===== config.mk =====
export PLATFORM = sky130hd
export DESIGN_NAME = serial_addsub_ctrl_flat
export DESIGN_NICKNAME = d
export VERILOG_FILES = /design/src/rtl/serial_addsub_ctrl_pkg.sv /design/src/rtl/serial_addsub_ctrl_if.sv /design/src/rtl/serial_fa_bit.sv /design/src/rtl/serial_addsub_ctrl.sv /design/src/flat_wrapper.sv
export SDC_FILE = /design/constraint.sdc
export NUM_CORES = 1
export LEC_CHECK = 0
export ABC_AREA = 0
export CAP_MARGIN = 30
export CELL_PAD_IN_SITES_DETAIL_PLACEMENT = 0
export CELL_PAD_IN_SITES_GLOBAL_PLACEMENT = 1
export CORE_AREA = 3 3 54 106
export CTS_CLUSTER_SIZE = 28
export DETAILED_ROUTE_END_ITERATION = 7
export DIE_AREA = 0 0 57 109
export HOLD_SLACK_MARGIN = 0.05
export PLACE_DENSITY_LB_ADDON = 0.1
export SLEW_MARGIN = 40
export SYNTH_ARGS = -nofsm -noshare
export SYNTH_HDL_FRONTEND = slang
export SYNTH_SLANG_ARGS = --single-unit

===== constraint.sdc =====
create_clock -name clk_i -period 1.3 [get_ports clk_i]
set_input_delay 0.195 -clock clk_i [delete_from_list [all_inputs] [get_ports clk_i]]
set_output_delay 0.195 -clock clk_i [all_outputs]
set_load 0.02 [all_outputs]

===== src/rtl/serial_addsub_ctrl_pkg.sv =====
// -----------------------------------------------------------------------------
// serial_addsub_ctrl_pkg
// Shared definitions for the bit-serial add/subtract sequencer:
//   - state_e  : FSM state encoding (IDLE / RUN / DONE, 2-bit)
//   - OP_ADD / OP_SUB : operation select values for the SUB input
//   - signed_ovf() : overflow rule shared with the combinational ALU
// No ports (package).
// -----------------------------------------------------------------------------
package serial_addsub_ctrl_pkg;

    typedef enum logic [1:0] {
        S_IDLE = 2'd0,
        S_RUN  = 2'd1,
        S_DONE = 2'd2
    } state_e;

    localparam logic OP_ADD = 1'b0;
    localparam logic OP_SUB = 1'b1;

    // Signed overflow: the carry into the MSB disagrees with the carry out of it.
    function automatic logic signed_ovf(input logic cin_msb, input logic cout_msb);
        return cin_msb ^ cout_msb;
    endfunction

endpackage


===== src/rtl/serial_addsub_ctrl_if.sv =====
// -----------------------------------------------------------------------------
// serial_addsub_ctrl_if
// Requester-side bus of the serial add/subtract sequencer.
//   start  : request, sampled only when the sequencer is idle or done
//   sub    : 0 = A+B, 1 = A-B (sampled with start)
//   a, b   : WIDTH-bit operands (sampled with start)
//   busy   : operation in progress
//   done   : one-cycle completion pulse
//   result : WIDTH-bit sum/difference, held until the next completion
//   cout   : carry out of the MSB (subtract: 1 = no borrow)
//   ovf    : signed overflow
// Modports: master (requester) and slave (sequencer).
// -----------------------------------------------------------------------------
interface serial_addsub_ctrl_if #(
    parameter int WIDTH = 8
);

    logic             start;
    logic             sub;
    logic [WIDTH-1:0] a;
    logic [WIDTH-1:0] b;
    logic             busy;
    logic             done;
    logic [WIDTH-1:0] result;
    logic             cout;
    logic             ovf;

    modport master (
        output start, sub, a, b,
        input  busy, done, result, cout, ovf
    );

    modport slave (
        input  start, sub, a, b,
        output busy, done, result, cout, ovf
    );

endinterface


===== src/rtl/serial_fa_bit.sv =====
// -----------------------------------------------------------------------------
// serial_fa_bit
// Combinational 1-bit full adder; the single arithmetic slice that the
// serial sequencer streams its operands through.
//   a_i, b_i : operand bits
//   cin_i    : carry in
//   s_o      : sum bit
//   cout_o   : carry out
// -----------------------------------------------------------------------------
module serial_fa_bit (
    input  logic a_i,
    input  logic b_i,
    input  logic cin_i,
    output logic s_o,
    output logic cout_o
);

    assign s_o    = a_i ^ b_i ^ cin_i;
    assign cout_o = (a_i & b_i) | (a_i & cin_i) | (b_i & cin_i);

endmodule


===== src/rtl/serial_addsub_ctrl.sv =====
// -----------------------------------------------------------------------------
// serial_addsub_ctrl
// Sequencer for a bit-serial two's-complement add/subtract datapath. Operands
// are streamed LSB-first through one full-adder slice, one bit per clock, with
// the carry held in a flip-flop. Subtraction is A + ~B + 1: B is inverted at
// load time and the carry flip-flop is preset to 1.
// Ports:
//   clk_i : clock, all state changes on the rising edge
//   rst_i : synchronous active-high reset; aborts any operation in flight
//   bus   : requester handshake (slave side), see serial_addsub_ctrl_if
// Timing: the START-sampling edge is edge 0; edges 1..WIDTH process bits
// 0..WIDTH-1; RESULT/COUT/OVF and the DONE pulse appear after edge WIDTH.
// All outputs are registered.
// -----------------------------------------------------------------------------
module serial_addsub_ctrl
    import serial_addsub_ctrl_pkg::*;
#(
    parameter int WIDTH = 8
) (
    input  logic                 clk_i,
    input  logic                 rst_i,
    serial_addsub_ctrl_if.slave  bus
);

    localparam int               CNT_W    = (WIDTH > 1) ? $clog2(WIDTH) : 1;
    localparam logic [CNT_W-1:0] LAST_BIT = CNT_W'(WIDTH - 1);

    state_e             state_q;
    logic [CNT_W-1:0]   cnt_q;
    logic [WIDTH-1:0]   sa_q;
    logic [WIDTH-1:0]   sb_q;
    logic [WIDTH-1:0]   sr_q;
    logic               carry_q;
    logic               busy_q;
    logic               done_q;
    logic [WIDTH-1:0]   result_q;
    logic               cout_q;
    logic               ovf_q;

    logic               fa_s;
    logic               fa_cout;
    logic [WIDTH-1:0]   sr_d;

    serial_fa_bit u_fa (
        .a_i    (sa_q[0]),
        .b_i    (sb_q[0]),
        .cin_i  (carry_q),
        .s_o    (fa_s),
        .cout_o (fa_cout)
    );

    // Result shift register: the new sum bit enters at the MSB, so after
    // WIDTH shifts bit 0 of the result has reached bit 0.
    assign sr_d = WIDTH'({fa_s, sr_q} >> 1);

    always_ff @(posedge clk_i) begin
        if (rst_i) begin
            state_q  <= S_IDLE;
            cnt_q    <= '0;
            sa_q     <= '0;
            sb_q     <= '0;
            sr_q     <= '0;
            carry_q  <= 1'b0;
            busy_q   <= 1'b0;
            done_q   <= 1'b0;
            result_q <= '0;
            cout_q   <= 1'b0;
            ovf_q    <= 1'b0;
        end else begin
            done_q <= 1'b0;
            unique case (state_q)
                S_IDLE, S_DONE: begin
                    if (bus.start) begin
                        sa_q    <= bus.a;
                        sb_q    <= (bus.sub == OP_SUB) ? ~bus.b : bus.b;
                        sr_q    <= '0;
                        carry_q <= (bus.sub == OP_SUB);
                        cnt_q   <= '0;
                        busy_q  <= 1'b1;
                        state_q <= S_RUN;
                    end else begin
                        busy_q  <= 1'b0;
                        state_q <= S_IDLE;
                    end
                end
                S_RUN: begin
                    sa_q    <= sa_q >> 1;
                    sb_q    <= sb_q >> 1;
                    sr_q    <= sr_d;
                    carry_q <= fa_cout;
                    if (cnt_q == LAST_BIT) begin
                        // carry_q is the carry into the MSB on this last bit.
                        cnt_q    <= '0;
                        result_q <= sr_d;
                        cout_q   <= fa_cout;
                        ovf_q    <= signed_ovf(carry_q, fa_cout);
                        busy_q   <= 1'b0;
                        done_q   <= 1'b1;
                        state_q  <= S_DONE;
                    end else begin
                        cnt_q <= cnt_q + CNT_W'(1);
                    end
                end
                default: begin
                    busy_q  <= 1'b0;
                    state_q <= S_IDLE;
                end
            endcase
        end
    end

    assign bus.busy   = busy_q;
    assign bus.done   = done_q;
    assign bus.result = result_q;
    assign bus.cout   = cout_q;
    assign bus.ovf    = ovf_q;

endmodule


===== src/flat_wrapper.sv =====
// flat-port wrapper written by rule: the top's interface ports become plain ports
module serial_addsub_ctrl_flat import serial_addsub_ctrl_pkg::*;
#(
    parameter int WIDTH = 8
)
  (clk_i, rst_i, bus_start, bus_sub, bus_a, bus_b, bus_busy, bus_done, bus_result, bus_cout, bus_ovf);
  serial_addsub_ctrl_if #(.WIDTH(WIDTH)) bus_i ();
  input  logic clk_i;
  input  logic rst_i;
  input wire logic [$bits(bus_i.start)-1:0] bus_start;
  input wire logic [$bits(bus_i.sub)-1:0] bus_sub;
  input wire logic [$bits(bus_i.a)-1:0] bus_a;
  input wire logic [$bits(bus_i.b)-1:0] bus_b;
  output wire logic [$bits(bus_i.busy)-1:0] bus_busy;
  output wire logic [$bits(bus_i.done)-1:0] bus_done;
  output wire logic [$bits(bus_i.result)-1:0] bus_result;
  output wire logic [$bits(bus_i.cout)-1:0] bus_cout;
  output wire logic [$bits(bus_i.ovf)-1:0] bus_ovf;
  assign bus_i.start = bus_start;
  assign bus_i.sub = bus_sub;
  assign bus_i.a = bus_a;
  assign bus_i.b = bus_b;
  assign bus_busy = bus_i.busy;
  assign bus_done = bus_i.done;
  assign bus_result = bus_i.result;
  assign bus_cout = bus_i.cout;
  assign bus_ovf = bus_i.ovf;
  serial_addsub_ctrl #(.WIDTH(WIDTH)) u_core (.clk_i(clk_i), .rst_i(rst_i), .bus(bus_i));
endmodule

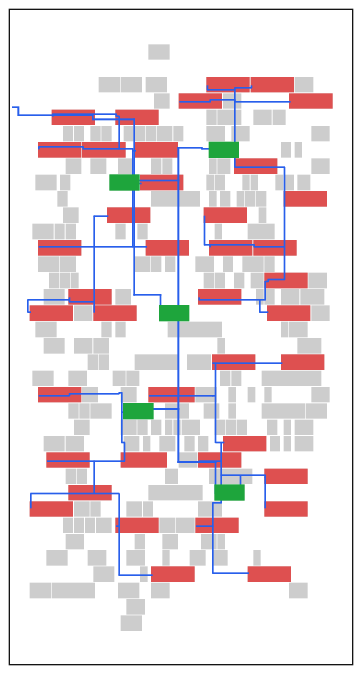
(clock wires, drivers and flops)
(6 px per µm)
[flip-flops] red | count: 40
[clock wires] blue | length: 533 µm
[cells driving clock nets] green | count: 5
routed clock nets: 6

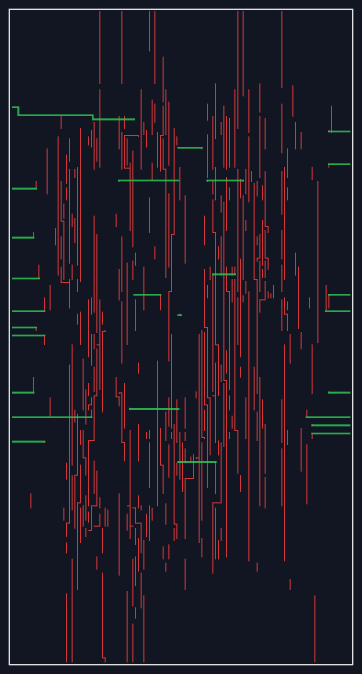
(metal layers overlaid)
(6 px per µm) Two of the layers only.
| layer | colour | wire length |
|---|---|---|
| met2 | red | 2280 µm |
| met3 | green | 150 µm |

==> highlights.md <==
* main flop type after synthesis: sky130_fd_sc_hd__dfxtp_1
* total cell area reported by yosys after synthesis: 1670 µm²
* number of logged tool warnings: 28
* Worst path most repeated cell: sky130_fd_sc_hd__ha_4
* final net count: 249
* Critical-path top delay cell: sky130_fd_sc_hd__dfxtp_2
* run status: finished, final reports clean
* flop and latch count out of synthesis: 40
* number of different library cells in the post-synthesis netlist: 22
* netlist area before placement: 1670 µm²
* clock tree sinks: 40
* maximum capacitance violations: 0
* number of hold-slack violations in the final timing report: 0
* number of cells in Yosys stat: 190
* remaining max-slew budget at the tightest pin: 83.6%
* Rows: 36
* routed wire length: 4.00 mm
* most frequent cells in the layout: sky130_fd_sc_hd__dfxtp_1 (38), sky130_fd_sc_hd__a21oi_1 (31), sky130_fd_sc_hd__nand3_1 (26), sky130_fd_sc_hd__nand2_1 (23), sky130_fd_sc_hd__clkdlybuf4s50_1 (19)
* Final Total Pwr: 2.44 mW
* clock transition time at the flip-flop clock pins of the worst setup and hold paths: 80 ps
* Total GRT Usage: 13.6%
* final setup margin: 19.5 ps
* Largest stage delay, worst path: 360 ps
* class of the most critical hold timing path: primary input to flop
* net count after synthesis: 213
* die outline width: 57 µm
* sum of net half-perimeters after detailed placement: 2.54 mm
* required arrival time at the worst endpoint: 1480 ps
* overall die height: 109 µm
* maximum number of buffers from clock root to sink: 2
* Ports: 32
* DRC violation total after the first TritonRoute iteration: 38
* final slew viol count: 0
* Die Footprint: 6210 µm²
* Synth warnings: 0
* RSZ-0062 raised after global routing: yes
* Post-Route Hold Slack: 453 ps
* Worst Max-Slew Pin Slew: 243 ps
* via count of the first global-routing pass: 1395
* Hold-fix buffers, CTS: 0
* global-route wire length before repair: 6.58 mm
* total inserted antenna cells: 0
* post-route setup TNS: 0 ps
* number of enable-type register cells in the synthesized netlist: 0
* CTS tree: done
* most common cell after layout, fill and taps aside: sky130_fd_sc_hd__dfxtp_1
* synth-to-layout area growth: 36.9%
[worst max-delay path: cells and delay by family (launching register included)]
family                   cells  cell delay, ps
buffers and inverters        2             280
adder cells (fa/ha/maj)      2             310
AND-OR/OR-AND                1              40
flip-flops                   1             360
AND/OR/NAND/NOR              2             180
[registers in the layout (all words and copies together) (netlist names)]
name               cells
u_core.bus.result      8
u_core.bus.cout        1
u_core.cnt_q           3
u_core.carry_q         1
u_core.sa_q            8
u_core.state_q         2
u_core.sb_q            8
u_core.bus.ovf         1
u_core.sr_q            7
u_core.bus.done        1
[cells by family (layout without fill, tap and decap cells)]
logic type	after synthesis	count (layout)	share of synthesized area, %
AND/OR/NAND/NOR	67	68	18.5
adder cells (fa/ha/maj)	3	3	2.70
flip-flops	40	40	48.0
XOR/XNOR	9	9	4.73
buffers and inverters	18	53	7.51
AND-OR/OR-AND	53	53	18.5
[metrics by stage]
| stage | utilization (%) | area (µm²) | cells |
|---|---|---|---|
| 6_report | 46.1 | 2280 | 283 |
| 3_5_place_dp | 42.0 | 2080 | 273 |
| 5_1_grt | 46.1 | 2280 | 283 |
| 3_3_place_gp | 42.0 | 2080 | 273 |
| 4_1_cts | 45.1 | 2230 | 283 |
| 2_1_floorplan | - | 1670 | 190 |
[synth_stat cells, types with 2 or more instances]
master,instances,area share [%]
sky130_fd_sc_hd__nor2_1,5,1.1
sky130_fd_sc_hd__buf_2,4,1.2
sky130_fd_sc_hd__clkbuf_1,4,0.90
sky130_fd_sc_hd__nand2_1,29,6.5
sky130_fd_sc_hd__dfxtp_1,40,48
sky130_fd_sc_hd__buf_4,6,2.7
sky130_fd_sc_hd__xor2_1,8,4.2
sky130_fd_sc_hd__nand2b_1,2,0.75
sky130_fd_sc_hd__nand3_1,26,7.8
sky130_fd_sc_hd__ha_1,2,1.5
sky130_fd_sc_hd__nor2b_1,2,0.75
sky130_fd_sc_hd__a21oi_1,35,11
sky130_fd_sc_hd__a22oi_1,15,6.8
sky130_fd_sc_hd__buf_6,4,2.7
[repair_timing]
action                     4_1_cts  5_1_grt
setup endpoints to repair       23       26
setup buffers                    2        1
cloned                           2        0
resized                         21       21
pin swaps                        3        5
[layout make-up]
class	instances	area, µm²
clock buffers	5	68.8
clock inverters	2	12.5
fillers	519	2670
multi-input cells	133	837
flip-flops and latches	40	803
well taps	57	71.3
repair buffers	46	489
[power by group]
group          switching, mW  internal (mW)  leakage [nW]
Combinational          0.174          0.178         0.478
Sequential            0.0282           1.27         0.326
Clock                  0.427          0.363        0.0400
Total                  0.629           1.81         0.844
[metal layers]
metal / vias to the layer above / GRT usage (%) / part of all wire [%]
li1: 730 / - / -
met1: 696 / 14.7 / 37
met2: 27 / 24.6 / 57
met3: 7 / 2.61 / 3.7
met4: 0 / 6.47 / 2.0
met5: - / 0 / 0
[worst paths after layout]
path / start / to / slack (ps) / cells after the start
max reg2reg: u_core.cnt_q[0] / u_core.bus.result[0] / 20 / 7
min reg2reg: u_core.bus.result[6] / u_core.bus.result[6] / 460 / 2
max: u_core.cnt_q[0] / u_core.bus.result[0] / 20 / 7
min: bus_a[7] / u_core.sa_q[7] / 450 / 3
Power and IR drop assume default switching activity.
